==> images/final_placement.png <==
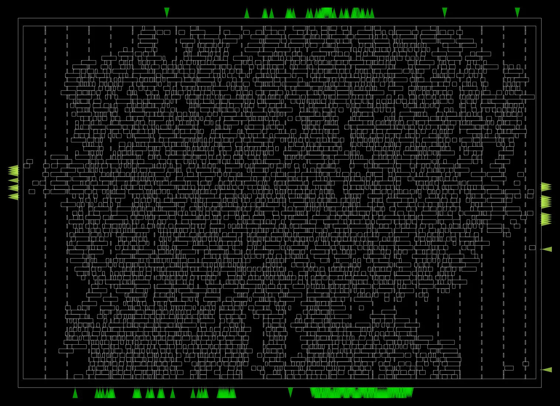
==> images/clock_map.png <==
The bar under the picture is 100 µm long.
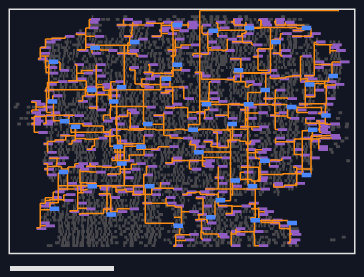
**src/rtl/ama_riscv_perf_pkg.sv**
```systemverilog
// Shared definitions for the RISC-V test monitor.
// - state_t     : monitor FSM states (also visible on the debug state output)
// - STATUS_*    : encodings driven on the status output
// - TOHOST_PASS : tohost value that ends a test successfully
// - RD_SEL_*    : rd_sel base indices; they double as counter array indices
package ama_riscv_perf_pkg;

  typedef enum logic [2:0] {
    ST_IDLE    = 3'd0,
    ST_RUN     = 3'd1,
    ST_PASS    = 3'd2,
    ST_FAIL    = 3'd3,
    ST_TIMEOUT = 3'd4
  } state_t;

  localparam logic [1:0] STATUS_RUN     = 2'd0;
  localparam logic [1:0] STATUS_PASS    = 2'd1;
  localparam logic [1:0] STATUS_FAIL    = 2'd2;
  localparam logic [1:0] STATUS_TIMEOUT = 2'd3;

  localparam logic [31:0] TOHOST_PASS = 32'd1;

  localparam int RD_SEL_CYCLES   = 0;
  localparam int RD_SEL_RETIRED  = 1;
  localparam int RD_SEL_EVT_BASE = 2;

endpackage

```
**src/rtl/ama_riscv_sat_cnt.sv**
```systemverilog
// Saturating up-counter.
// Ports:
//   clk, rst_n : clock, asynchronous active-low reset (clears count)
//   i_clr      : synchronous clear, has priority over i_inc
//   i_inc      : increment by one unless already all-ones
//   o_cnt      : current count
module ama_riscv_sat_cnt #(
  parameter int W = 48
) (
  input  logic         clk,
  input  logic         rst_n,
  input  logic         i_clr,
  input  logic         i_inc,
  output logic [W-1:0] o_cnt
);

  logic [W-1:0] r_cnt;

  always_ff @(posedge clk or negedge rst_n) begin
    if (!rst_n) begin
      r_cnt <= '0;
    end else if (i_clr) begin
      r_cnt <= '0;
    end else if (i_inc && (r_cnt != '1)) begin
      r_cnt <= r_cnt + W'(1);
    end
  end

  assign o_cnt = r_cnt;

endmodule

```
**src/rtl/ama_riscv_test_monitor.sv**
```systemverilog
// Test monitor for the RISC-V core: arms on start, counts cycles, retired
// instructions and generic events while running, and ends the run on a
// tohost write (pass/fail) or on watchdog expiry.
// Ports:
//   clk, rst_n     : clock, asynchronous active-low reset
//   start          : one-cycle pulse, (re)starts a run with counters cleared
//   retire, evt    : per-cycle strobes counted while running
//   tohost_we/wdata: tohost write; wdata[0]=1 terminates the run
//   timeout_lim    : RUN cycles allowed, 0 disables the watchdog
//   rd_sel/rd_data : registered counter readback (0 cycles, 1 retired, 2+i evt[i])
//   done/status    : registered terminal flag and result code
//   fail_code      : tohost_wdata[31:1] of the failing write
//   o_dbg_state    : current FSM state
//
// Handshake: there is no valid/ready pairing here; every input is a
// single-cycle strobe sampled on the rising edge, and outputs are registered.
module ama_riscv_test_monitor
  import ama_riscv_perf_pkg::*;
#(
  parameter int NUM_EVT = 4,
  parameter int CNT_W   = 48,
  parameter int TO_W    = 32
) (
  input  logic               clk,
  input  logic               rst_n,
  input  logic               start,
  input  logic               retire,
  input  logic [NUM_EVT-1:0] evt,
  input  logic               tohost_we,
  input  logic [31:0]        tohost_wdata,
  input  logic [TO_W-1:0]    timeout_lim,
  input  logic [4:0]         rd_sel,
  output logic [CNT_W-1:0]   rd_data,
  output logic               done,
  output logic [1:0]         status,
  output logic [30:0]        fail_code,
  output logic [2:0]         o_dbg_state
);

  localparam int NUM_CNT = NUM_EVT + 2;

  state_t             r_state;
  logic [TO_W-1:0]    r_wdog;
  logic               r_done;
  logic [1:0]         r_status;
  logic [30:0]        r_fail_code;
  logic [CNT_W-1:0]   r_rd_data;

  logic               w_in_run;
  logic               w_term_wr;
  logic               w_wdog_exp;
  logic [NUM_CNT-1:0] w_inc;
  logic [CNT_W-1:0]   w_cnt [NUM_CNT];
  logic [CNT_W-1:0]   w_rd_next;

  assign w_in_run  = (r_state == ST_RUN);
  assign w_term_wr = tohost_we && tohost_wdata[0];
  // ">=" rather than "==" so lowering the limit mid-run still expires.
  assign w_wdog_exp = (timeout_lim != '0) && (r_wdog >= (timeout_lim - TO_W'(1)));

  // The exiting RUN cycle is still counted because inc only looks at the
  // current state; start clears inside the counter with priority.
  assign w_inc[RD_SEL_CYCLES]             = w_in_run;
  assign w_inc[RD_SEL_RETIRED]            = w_in_run & retire;
  assign w_inc[RD_SEL_EVT_BASE +: NUM_EVT] = {NUM_EVT{w_in_run}} & evt;

  for (genvar g = 0; g < NUM_CNT; g++) begin : g_cnt
    ama_riscv_sat_cnt #(.W(CNT_W)) u_cnt (
      .clk   (clk),
      .rst_n (rst_n),
      .i_clr (start),
      .i_inc (w_inc[g]),
      .o_cnt (w_cnt[g])
    );
  end

  always_ff @(posedge clk or negedge rst_n) begin
    if (!rst_n) begin
      r_state     <= ST_IDLE;
      r_wdog      <= '0;
      r_done      <= 1'b0;
      r_status    <= STATUS_RUN;
      r_fail_code <= '0;
    end else if (start) begin
      // start wins from every state, including RUN (restart).
      r_state     <= ST_RUN;
      r_wdog      <= '0;
      r_done      <= 1'b0;
      r_status    <= STATUS_RUN;
      r_fail_code <= '0;
    end else begin
      case (r_state)
        ST_RUN: begin
          r_wdog <= r_wdog + TO_W'(1);
          // A terminating write beats a coincident watchdog expiry.
          if (w_term_wr) begin
            r_done <= 1'b1;
            if (tohost_wdata == TOHOST_PASS) begin
              r_state  <= ST_PASS;
              r_status <= STATUS_PASS;
            end else begin
              r_state     <= ST_FAIL;
              r_status    <= STATUS_FAIL;
              r_fail_code <= tohost_wdata[31:1];
            end
          end else if (w_wdog_exp) begin
            r_state  <= ST_TIMEOUT;
            r_done   <= 1'b1;
            r_status <= STATUS_TIMEOUT;
          end
        end
        default: begin
          r_state <= r_state;
        end
      endcase
    end
  end

  always_comb begin
    w_rd_next = '0;
    for (int i = 0; i < NUM_CNT; i++) begin
      if (rd_sel == 5'(i)) begin
        w_rd_next = w_cnt[i];
      end
    end
  end

  always_ff @(posedge clk or negedge rst_n) begin
    if (!rst_n) begin
      r_rd_data <= '0;
    end else begin
      r_rd_data <= w_rd_next;
    end
  end

  assign rd_data     = r_rd_data;
  assign done        = r_done;
  assign status      = r_status;
  assign fail_code   = r_fail_code;
  assign o_dbg_state = r_state;

endmodule

```
**config.mk**
```make
export PLATFORM = sky130hd
export DESIGN_NAME = ama_riscv_test_monitor
export DESIGN_NICKNAME = d
export VERILOG_FILES = /design/src/rtl/ama_riscv_perf_pkg.sv /design/src/rtl/ama_riscv_sat_cnt.sv /design/src/rtl/ama_riscv_test_monitor.sv
export SDC_FILE = /design/constraint.sdc
export NUM_CORES = 1
export LEC_CHECK = 0
export CELL_PAD_IN_SITES_DETAIL_PLACEMENT = 1
export CELL_PAD_IN_SITES_GLOBAL_PLACEMENT = 2
export CORE_ASPECT_RATIO = 0.7
export CORE_MARGIN = 3
export CORE_UTILIZATION = 34
export DETAILED_ROUTE_END_ITERATION = 10
export HOLD_SLACK_MARGIN = 0.1
export PLACE_DENSITY = 0.86
export SLEW_MARGIN = 0
export SYNTH_ARGS = -nofsm -noshare
export SYNTH_HDL_FRONTEND = slang
export SYNTH_HIERARCHICAL = 1
export SYNTH_SLANG_ARGS = --single-unit
export TNS_END_PERCENT = 5
```
**constraint.sdc**
```tcl
create_clock -name clk -period 2.8 [get_ports clk]
set_input_delay 0.42 -clock clk [delete_from_list [all_inputs] [get_ports clk]]
set_output_delay 0.42 -clock clk [all_outputs]
set_load 0.05 [all_outputs]
```
==> run_results.csv <==
group,metric,value,unit
critical_path,path_delay_family,"simple AND/OR/NAND/NOR gates",
place,gp_congestion,0.942,
final_layout,fillerInstances,8196,
global_routing,first_global_vias,26215,
global_routing,grt_pass1_wl,160,mm
critical_path,slowest_delay,0.53,ns
power,power.density,446,nW/µm²
final_layout,layout_top_cell,"dfrtp_1",
logic_synthesis,ys.flops,405,
global_routing,use_met1,0.400,
cts,clkSinkCount,405,
cts,root_buffer,"clkbuf_16",
timing,clock_skew,0.0254,ns
cts,cts_buffers,46,
logic_synthesis,edf_count,0,
global_routing,grt_util_all_layers,0.265,
critical_path,cp-end-kind,"flip-flop",
timing,timing.final.ws_setup,-0.333,ns
outcome,status,"finished, violations left",
drt,dr_total_vias,26139,
drt,drtAntennaViolNets,0,
flow_run,tool_warnings,30,
timing,drv_slew,0,
power,total_power,14400,µW
drt,dr_wl_met2,44.9,mm
critical_path,critPathBufInv,4,
timing,fmax,0.319,GHz
drt,dr.pass1.iters,10,
timing,hold_viol_final,0,
cts,path_clk_slew,0.06,ns
logic_synthesis,synth_area,25100,µm²
global_routing,antenna_found_initial,0,
timing,finalSetupViolCount,5,
min_path,worstHoldPathCells,2,
drt,met1Wirelength,48.7,mm
global_routing,overflow,0,
critical_path,reg2reg_slack,0.05,ns
place,hpwlAfterDp,77.4,mm
outcome,violations,"negative setup slack",
-- final_placement.png (at the start) --
flop share of the area: 0.314
core area: 72300 µm²
Layout Cells excl Fill: 4145
registers: 405
Util after Layout: 0.446

-- clock_map.png (at the start) --
cells driving clock nets -> blue  # count 46
clock wires -> orange  # length 6680 µm
flip-flops -> purple  # count 405
routed clock nets = 47

[registers in the layout, summed over array words and instances, names as in the netlist]
register,count
g_cnt.u_cnt/o_cnt,288
rd_data,48
r_wdog,32
fail_code,31
o_dbg_state,3
status,2
done,1
[report_power, final]
part	switching, µW	internal [µW]
registers	50.7	5920
logic	951	497
clock network	2740	4240
[cell usage after synthesis (41+ instances only)]
master / count / area share
xor2_1: 49 / 0.017
ha_1: 41 / 0.020
mux2_2: 114 / 0.051
or4_1: 121 / 0.036
o31ai_1: 97 / 0.029
nor2b_1: 110 / 0.027
nor2_1: 216 / 0.032
dfrtp_1: 405 / 0.40
nor3_1: 59 / 0.012
clkbuf_1: 121 / 0.018
nand4_1: 142 / 0.035
a222oi_1: 54 / 0.022
o21ai_0: 131 / 0.026
nor4_1: 100 / 0.025
nand2_1: 222 / 0.033
or3_1: 67 / 0.017
a21oi_1: 175 / 0.035
nand3_1: 100 / 0.020
[area by class of cell]
class / count / area, µm² / area share
clock buffers: 56 / 1270 / 0.0393
repair buffers: 506 / 4490 / 0.139
inverters: 22 / 82.6 / 0.00256
well taps: 966 / 1210 / 0.0374
flip-flops and latches: 405 / 10100 / 0.314
multi-input cells: 2163 / 14700 / 0.455
clock inverters: 27 / 420 / 0.0130
[logic make-up after synthesis]
kind of cell	after synthesis	share of synthesized area
AND-OR/OR-AND	559	0.145
XOR/XNOR	76	0.0265
adder cells (fa/ha/maj)	41	0.0204
buffers and inverters	174	0.0279
flip-flops	405	0.403
multiplexers	145	0.0634
AND/OR/NAND/NOR	1342	0.314
[what timing repair did]
action                     in CTS  in global routing
hold endpoints to repair       43                  0
setup endpoints to repair      26                 72
pin swaps                      17                 24
resized                        54                 60
buffers inserted                4                 10
hold buffers                    1                  0
Power and IR drop assume default switching activity.
